### config.mk
export PLATFORM = sky130hd
export DESIGN_NAME = fft_out_reorder
export DESIGN_NICKNAME = d
export VERILOG_FILES = /design/src/rtl/fft_out_reorder.sv
export SDC_FILE = /design/constraint.sdc
export NUM_CORES = 1
export LEC_CHECK = 0
export ABC_AREA = 0
export CAP_MARGIN = 20
export CORE_MARGIN = 2
export CORE_UTILIZATION = 61
export CTS_CLUSTER_SIZE = 25
export DETAILED_ROUTE_END_ITERATION = 8
export HOLD_SLACK_MARGIN = 0.08
export PLACE_DENSITY = 0.9
export SYNTH_ARGS = -nofsm -noshare
export SYNTH_HDL_FRONTEND = slang
export SYNTH_SLANG_ARGS = --single-unit
### constraint.sdc
create_clock -name clk -period 7.3 [get_ports clk]
set_input_delay 1.46 -clock clk [delete_from_list [all_inputs] [get_ports clk]]
set_output_delay 1.46 -clock clk [all_outputs]
set_load 0.01 [all_outputs]
### src/rtl/fft_out_reorder.sv
// Ping-pong reorder buffer: two bit-reversed words in per beat, one natural-order bin out per beat.
// Latency: first bin is valid the cycle after the last input beat of a frame is accepted.
// Backpressure: in_rdy drops while both banks hold undrained frames; out_rdy=0 freezes out_d/out_idx/out_last.
module fft_out_reorder #(
    parameter int N  = 4,
    parameter int DW = 32
) (
    input  logic          clk,
    input  logic          rstn,
    input  logic          in_vld,
    output logic          in_rdy,
    input  logic [DW-1:0] in_d0,
    input  logic [DW-1:0] in_d1,
    output logic          out_vld,
    input  logic          out_rdy,
    output logic [DW-1:0] out_d,
    output logic [N-1:0]  out_idx,
    output logic          out_last
);

    localparam int NW = 1 << N;
    localparam logic [N-2:0] WONE = 1;
    localparam logic [N-1:0] RONE = 1;

    logic [DW-1:0] bank [2][NW];

    logic          wbank;
    logic          rbank;
    logic [N-2:0]  wcnt;
    logic [N-1:0]  ridx;
    logic [1:0]    full;
    logic [1:0]    full_nxt;

    logic          wr_acc;
    logic          rd_acc;
    logic          wr_end;
    logic          rd_end;
    logic [N-1:0]  addr0;
    logic [N-1:0]  addr1;

    function automatic logic [N-1:0] bitrev(input logic [N-1:0] a);
        logic [N-1:0] r;
        for (int i = 0; i < N; i++) begin
            r[i] = a[N-1-i];
        end
        return r;
    endfunction

    assign in_rdy  = !full[wbank];
    assign out_vld = full[rbank];

    assign wr_acc = in_vld && in_rdy;
    assign rd_acc = out_vld && out_rdy;
    assign wr_end = wr_acc && (wcnt == '1);
    assign rd_end = rd_acc && (ridx == '1);

    // Beat k carries output-memory addresses 2k and 2k+1.
    assign addr0 = {wcnt, 1'b0};
    assign addr1 = {wcnt, 1'b1};

    always_ff @(posedge clk) begin
        if (wr_acc) begin
            bank[wbank][bitrev(addr0)] <= in_d0;
            bank[wbank][bitrev(addr1)] <= in_d1;
        end
    end

    // Write completion and read completion always target different banks,
    // so both flag updates can land on the same edge.
    always_comb begin
        full_nxt = full;
        if (wr_end) begin
            full_nxt[wbank] = 1'b1;
        end
        if (rd_end) begin
            full_nxt[rbank] = 1'b0;
        end
    end

    always_ff @(posedge clk or negedge rstn) begin
        if (!rstn) begin
            wbank <= 1'b0;
            rbank <= 1'b0;
            wcnt  <= '0;
            ridx  <= '0;
            full  <= 2'b00;
        end else begin
            full <= full_nxt;
            if (wr_acc) begin
                wcnt <= wcnt + WONE;
                if (wr_end) begin
                    wbank <= ~wbank;
                end
            end
            if (rd_acc) begin
                ridx <= ridx + RONE;
                if (rd_end) begin
                    rbank <= ~rbank;
                end
            end
        end
    end

    assign out_d    = out_vld ? bank[rbank][ridx] : '0;
    assign out_idx  = ridx;
    assign out_last = out_vld && (ridx == '1);

endmodule

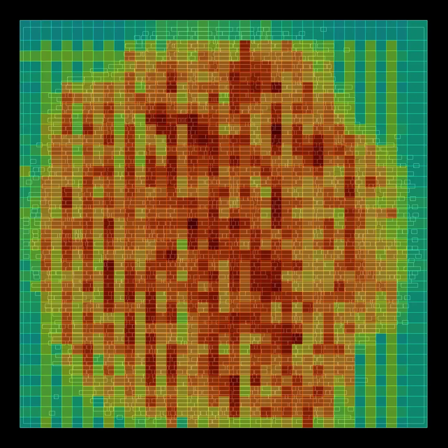
final_congestion.png
final core utilization: 69.8%
routing usage on met3: 7.33%
Total GRT Usage: 31.1%

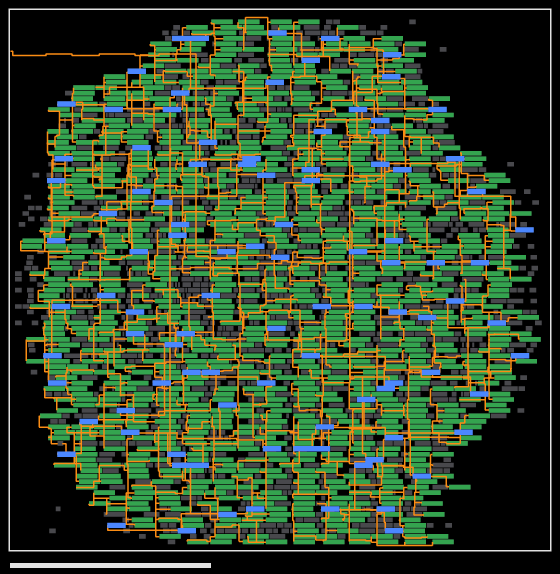
clock_map.png
Scale bar: 100 um.
flip-flops -> green  # count 1035
cells driving clock nets -> blue  # count 100
clock wires -> orange  # length 11100 um
routed clock nets = 101
clock share of power: 30.1%
Skew-Pair Late Insertion Delay: 0.67 ns
Clk. pwr: 5.13 mW
Worst Skew: 0.0274 ns

==> flow_metrics.env <==
# flow metrics
export IMPL_status="finished, final reports clean"
export IMPL_combPwrFrac_pct=27.1
export IMPL_slowest_stage="inv_4"
export IMPL_ir_drop_uv=268
export IMPL_fp_dieW_um=268
export IMPL_top_area_share_pct=72.1
export IMPL_nNetsFinal=2229
export IMPL_rsz0062_at_grt="false"
export IMPL_top_layer="met5"
export IMPL_postCtsSetupBuffers=0
export IMPL_totalWireLength_um=110000
export IMPL_yosys_area_share_aoi_pct=2.76
export IMPL_wl_met2_um=54000
export IMPL_grt_pass1_wl_um=159000
export IMPL_place_congestion=0.783
export IMPL_switchingPower_mw=5.08
export IMPL_yosys_stat_seqShare_pct=72.7
export IMPL_worst_slew_pin_transition_ns=1.16
export IMPL_diodes=3
export IMPL_timing_rr_end="bank[1][255]"
export IMPL_route_met3_wl_um=13500
export IMPL_drive_above_1_share_pct=31.6
export IMPL_common_cells="1024 x edfxtp_1, 248 x mux2_2, 224 x mux4_2, 128 x mux2i_1, 48 x buf_2"
export IMPL_power_top_consumer="registers"
export IMPL_synth_area_mm2=0.0427
export IMPL_rr_worst_depth=5
export IMPL_setup_viol=0
export IMPL_wire_per_inst_um=34.6
export IMPL_clock_buffers=135
export IMPL_min_from="full[1]"
export IMPL_critPathCapture="out_d[1]"
export IMPL_fp_util_pct=61.9
export IMPL_simple_gate_share_pct=0.760
export IMPL_power_mw=17.0
export IMPL_path_delay_family="buffers and inverters"
export IMPL_hold_slack_ns=0.661
export IMPL_setup_tns_ns=0
export IMPL_ys_area_mm2=0.0427
export IMPL_combGateArea_mm2=0.0111
export IMPL_drtPass1Iterations=5
export IMPL_r2r_start="full[1]"
export IMPL_largest_register_ff_count=1024
export IMPL_clk_share_pct=6.66
export IMPL_grt_busiest_layer="met2"
export IMPL_ys_types=32
export IMPL_area_share_nonclk_buffers_pct=3.42
export IMPL_ios=107
export IMPL_cts_tree="built"
export IMPL_cp_max_fo=48
export IMPL_cts_sinks=1035
export IMPL_buffers=169
export IMPL_grt_pass1_vias=23856
export IMPL_viasPerCell=7.14
export IMPL_crit_required_ns=5.84
export IMPL_cellPowerDensity_mw_per_mm2=354
export IMPL_rows=96
export IMPL_hold_class="reg -> reg"
export IMPL_met1_length_um=36700
export IMPL_layout_min_cycle_time_ns=5.94
export IMPL_grt_use_met1_pct=40.3
export IMPL_chip_area_mm2=0.0720
export IMPL_edf_count=1024
export IMPL_warning_count=34
export IMPL_post_dp_hpwl_um=56900
export IMPL_leakage_nw=15.2
export IMPL_hold_path_depth=1
export IMPL_design_core_area_mm2=0.0689
export IMPL_ys_warn_count=0
export IMPL_post_route_period_util_pct=81.4
export IMPL_ff_count=1035
export IMPL_inverters=6
export IMPL_worst_path_buf_inv=3
export IMPL_met2_usage_pct=50.0
export IMPL_grt_max_degree=130
export IMPL_synth_cells=2006
export IMPL_die_y_um=268
export IMPL_clkTransAtPathRegs_ns=0.07
export IMPL_comb_multi_input_count=842
export IMPL_ant_nets=0
export IMPL_yosys_cells=2006
export IMPL_htreeDepth=3
export IMPL_hold_end="full[1]"
export IMPL_cts_buffers_inserted=100
export IMPL_layout_cells_most_common="edfxtp_1"
export IMPL_place_ws_ns=2.03
export IMPL_crit_start="rbank"
export IMPL_sh_seq_area_pct=64.5
export IMPL_clock_tree_buffer_depth=3
export IMPL_gr_total_overflow=0
export IMPL_top_logic_kind="multiplexers"
export IMPL_synth_adder_area_share_pct=0.205
export IMPL_synth_area_per_cell_um2=21.3
export IMPL_vias=22633
export IMPL_slew_viol_final=0
export IMPL_stdcell_count=3171
export IMPL_maxCapViolations=0
export IMPL_dp_cells=2981
export IMPL_final_cell_mix="1024 x edfxtp_1, 248 x mux2_2, 224 x mux4_2, 128 x mux2i_1, 106 x clkdlybuf4s50_1"
export IMPL_tap_cells=931
export IMPL_worstPathCellList="inv_4, buf_4, mux2i_1, a221o_1, a31oi_1, clkdlybuf4s50_1"
export IMPL_syn_nets=2081
export IMPL_hold_buffers=0
export IMPL_grt_antenna_before_repair=3
export IMPL_design_area_mm2=0.0481
export IMPL_arrival_ns=4.48
export IMPL_async_flop_share_pct=1.06
export IMPL_largest_register="bank"
export IMPL_worstSetupPathDepth=6
export IMPL_ff_type="edfxtp_1"
export IMPL_area_leaders="edfxtp_1 72%, mux4_2 12%, mux2_2 6.5%"
export IMPL_switching_share_pct=29.9
export IMPL_start_kind="flop"
export IMPL_remaining_drc_errors=0
export IMPL_finalHoldViolations=0
export IMPL_crit_type="reg -> out"
export IMPL_sequentialPower_mw=7.28
export IMPL_root_buffer="clkbuf_16"
export IMPL_top_cell="edfxtp_1"
export IMPL_mux_area_share_pct=21.7
export IMPL_largest_class="flip-flops and latches"
export IMPL_seqPwrFrac_pct=42.8
export IMPL_cp_end_kind="output pin"
export IMPL_flop_area_mm2=0.0310
export IMPL_ys_sh_xor_pct=0.123
export IMPL_dpl_cell_area_mm2=0.0449
export IMPL_drt_initial_drc_count=3335
export IMPL_p_int_mw=11.9
export IMPL_p_comb_mw=4.62
export IMPL_cpPeakStageDelay_ns=0.83
export IMPL_fillCellCount=3785
export IMPL_port_buffers=106
export IMPL_relSlewSlack_pct=22.7
export IMPL_synth_seq_cells=1035
export IMPL_max_freq_mhz=168
export IMPL_cts_repair_resized=0
export IMPL_ff2ff_setup_slack_ns=3.07
export IMPL_area_growth_syn_to_layout_pct=12.9
export IMPL_worst_slack_ns=1.36
export IMPL_largest_area_cell="edfxtp_1"
export IMPL_comb_share_pct=23.0
No activity file was given, so power comes from the tool's default toggle rates.
